Fig. 1: run 1, metal 1
Bar = 50 microns. Cells faint in the background.
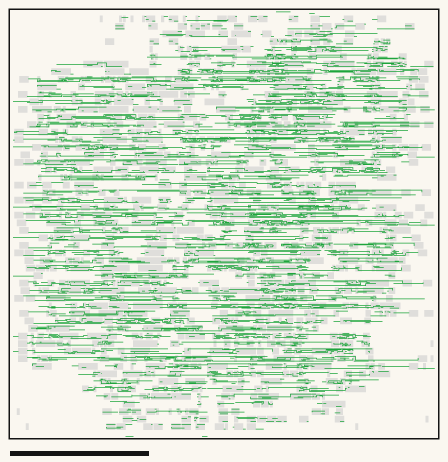
Fig. 2: run 1, signal wires on met3
Bar = 50 microns. Cells faint in the background.
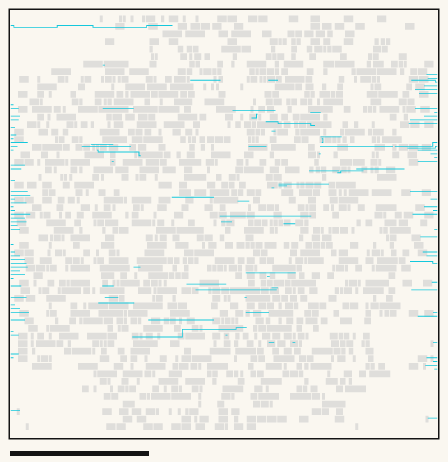
Fig. 3: run 1, met2 routing
Bar = 50 microns. Cells faint in the background.
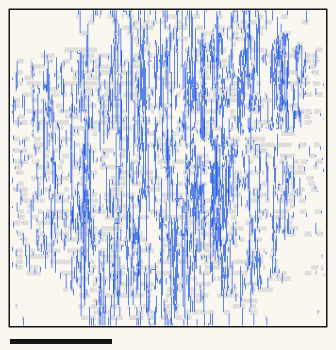
==> config.mk <==
export PLATFORM = sky130hd
export DESIGN_NAME = fmc_adc_acq_seq
export DESIGN_NICKNAME = d
export VERILOG_FILES = /design/src/rtl/fmc_adc_acq_pkg.sv /design/src/rtl/fmc_adc_acq_counter.sv /design/src/rtl/fmc_adc_acq_seq.sv
export SDC_FILE = /design/constraint.sdc
export NUM_CORES = 1
export LEC_CHECK = 0
export CAP_MARGIN = 20
export CELL_PAD_IN_SITES_DETAIL_PLACEMENT = 0
export CELL_PAD_IN_SITES_GLOBAL_PLACEMENT = 1
export CORE_MARGIN = 1
export CORE_UTILIZATION = 30
export DETAILED_ROUTE_END_ITERATION = 6
export HOLD_SLACK_MARGIN = 0.03
export PLACE_DENSITY_LB_ADDON = 0.15
export SLEW_MARGIN = 20
export SYNTH_ARGS = -nofsm -noshare
export SYNTH_HDL_FRONTEND = slang
export SYNTH_SLANG_ARGS = --single-unit
==> constraint.sdc <==
create_clock -name sys_clk_i -period 3 [get_ports sys_clk_i]
set_clock_uncertainty 0.2 [all_clocks]
set_input_delay 0.45 -clock sys_clk_i [delete_from_list [all_inputs] [get_ports sys_clk_i]]
set_output_delay 0.45 -clock sys_clk_i [all_outputs]
set_load 0.03 [all_outputs]
==> results.yml, run 1 <==
# flow metrics
outcome:
  status: "complete, but fails checks"
  violations: "setup timing"
min_path:
  whs_path_depth: 2
pwr:
  seqPwrFrac: 0.364
  power_leakage_nw: 3.93
  finalPower_w: 0.00455
  clock_power_share: 0.513
  powerSeq_w: 0.00165
  power_clock_w: 0.00233
yosys:
  top_area_cell: "dfxtp_1"
  ys_sh_mux: 0.0447
  synthAdderAreaFrac: 0.00540
  yosys_most_used_dff: "dfxtp_1"
  ys_cells: 870
  ys_types: 65
  async_reset_ff_frac: 0
  topCellsByArea: "dfxtp_1 (35%), nand2_1 (9.2%), a21boi_0 (7.0%)"
  yosysChipArea_sq_um: 6950
  synth_flops: 120
  compound_area_frac: 0.168
  top_area_frac: 0.346
  common_cells: "nand2_1 (171), dfxtp_1 (120), a21boi_0 (65), nor2_1 (64), xnor2_1 (51)"
  syn_avg_cell_area_sq_um: 7.98
final_layout:
  num-nonclk-buffers: 314
  stdcell_area_sq_um: 10700
  comb_area_sq_um: 4380
  final_cell_count_no_fill: 1451
  dominant_cells: "logic gates"
  clkbuf_count: 18
  area_delta_synth_final_pct: 53.6
  non_clock_inverter_count: 6
  drive_gt1_frac: 0.233
  fill_cells: 2286
  final-nonclk-buf-share: 0.263
  comb_share: 0.411
detailed_routing:
  drt_first_pass_iters: 6
  drt_iter0_drc: 373
  top_layer_used: "met4"
  dr_wl_met2_microns: 10700
  drc: 0
  drtAntennaViolNets: 0
worst_setup_path:
  end_kind: "flip-flop"
  reg2regPathDepth: 13
  cp_num_cells: 13
  path_cells: "nor3b_4 -> buf_12 -> buf_16 -> mux2i_2 -> buf_4 -> xor2_1 -> xnor2_1 -> nor4b_1 -> and4_2 -> a41o_2 -> buf_4 -> a31oi_1 -> a22o_1"
  crit_required_ns: 3.12
  slowest_stage: "dfxtp_2"
  cpPeakStageDelay_ns: 0.33
  cpMostUsedCell: "buf_4"
  crit_fanout: 21
  worstSetupPathType: "reg2reg"
  cp.arrival_ns: 3.35
  crit_buf_inv: 4
final_timing:
  final_max_slew_viol_count: 0
  final-setup-viol-count: 17
  postLayoutSetupSlackWorst_ns: -0.237
  fin_crit_ns: 3.24
die:
  die_y_microns: 154
  initial_core_util: 0.307
place:
  place_congestion: 0.860
  io_buffers: 142
  dp_hpwl_microns: 18400
  place_ws_ns: -0.385
clocking:
  insertion_delay_ns: 0.42
  ctsHoldBuffers: 0
  cts_resized: 14
  root_buffer: "clkbuf_16"
  cts.sinks: 120
global_routing:
  antenna_found_initial: 0
  grt_pass1_vias: 6850
  grt_usage: 0.208
flow_run:
  cap_violations: 0
## Picture notes: Fig. 1
main direction: horizontal
share of all routed wire: 50%
longest straight run: 53.8 microns
Routed WL: 23900 microns
Global Route met1 Usage: 0.291
DR vias: 7033

## Picture notes: Fig. 2
nets with wire on the layer: 107
main direction: horizontal
wire length on this layer: 826 microns
longest straight run: 32.7 microns
share of all routed wire: 3.5%
met3 usage: 0.0302

## Picture notes: Fig. 3
wire length on this layer: 10700 microns
main direction: vertical
routing usage on met2: 0.326

--- run 2 (diff from run 1) ---
Settings changed: CAP_MARGIN 20 to 15.
Fig. 4: run 2, the metal 4 layer
Bar = 50 microns.
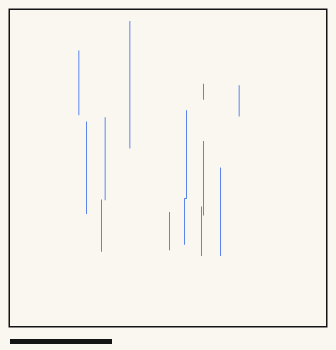
wire length on this layer: 413 microns
share of all routed wire: 1.7%

Fig. 5: run 2, signal wires on met3
Bar = 50 microns. Cells faint in the background.
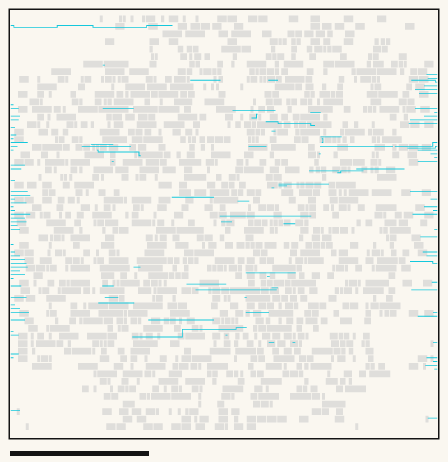
main direction: horizontal
nets with wire on the layer: 107
wire length on this layer: 826 microns
longest straight run: 32.7 microns

==> run 2 against run 1 <==
  * The flow still finishes with violations (setup timing)
  * Hold slack stayed put
  * Highest routed layer unchanged
  * Sequential power barely moved
  * Flip-flop count unchanged
  * First-iteration DRC count unchanged
  * Utilization did not move
  * Critical endpoint unchanged
  * Non-clock buffer count unchanged
  * Die size did not move
  * Via count is the same
  * Global-route usage unchanged
  * Critical path depth unchanged
  * Count of clock-buffer cells in the layout unchanged
==> results.yml, run 2 <==
# flow metrics
outcome:
  status: "complete, but fails checks"
  violations: "setup timing"
yosys:
  topCellsByArea: "dfxtp_1 (35%), nand2_1 (9.2%), a21boi_0 (7.0%)"
  ys_types: 65
  synthAdderAreaFrac: 0.00540
  ys_sh_mux: 0.0447
  async_reset_ff_frac: 0
  common_cells: "nand2_1 (171), dfxtp_1 (120), a21boi_0 (65), nor2_1 (64), xnor2_1 (51)"
  syn_avg_cell_area_sq_um: 7.98
pwr:
  power_leakage_nw: 3.93
  seqPwrFrac: 0.364
  power_clock_w: 0.00233
  clock_power_share: 0.513
global_routing:
  antenna_found_initial: 0
  use_met1: 0.291
  met3_usage: 0.0302
  grt_pass1_vias: 6850
place:
  place_ws_ns: -0.385
worst_setup_path:
  crit_buf_inv: 4
  cp.arrival_ns: 3.35
  crit_fanout: 21
  crit_required_ns: 3.12
  reg2regPathDepth: 13
  path_cells: "nor3b_4 -> buf_12 -> buf_16 -> mux2i_2 -> buf_4 -> xor2_1 -> xnor2_1 -> nor4b_1 -> and4_2 -> a41o_2 -> buf_4 -> a31oi_1 -> a22o_1"
  end_kind: "flip-flop"
  cp_num_cells: 13
  worstSetupPathType: "reg2reg"
final_timing:
  final_max_slew_viol_count: 0
  final-setup-viol-count: 17
  postLayoutSetupSlackWorst_ns: -0.237
detailed_routing:
  wl_microns: 23900
  drt_iter0_drc: 373
  dr_wl_met2_microns: 10700
  drc: 0
clocking:
  root_buffer: "clkbuf_16"
  ctsHoldBuffers: 0
  cts.sinks: 120
final_layout:
  stdcell_area_sq_um: 10700
  num-nonclk-buffers: 314
  non_clock_inverter_count: 6
  drive_gt1_frac: 0.233
  clkbuf_count: 18
  dominant_cells: "logic gates"
  comb_share: 0.411
  final_cell_count_no_fill: 1451
flow_run:
  cap_violations: 0
die:
  die_y_microns: 154
Fig. 6: run 2, met2 routing
Bar = 50 microns. Cells faint in the background.
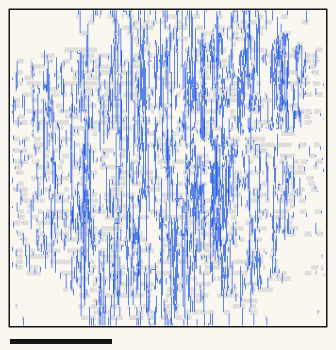
main direction: vertical
nets with wire on the layer: 998

Power and IR drop assume default switching activity.
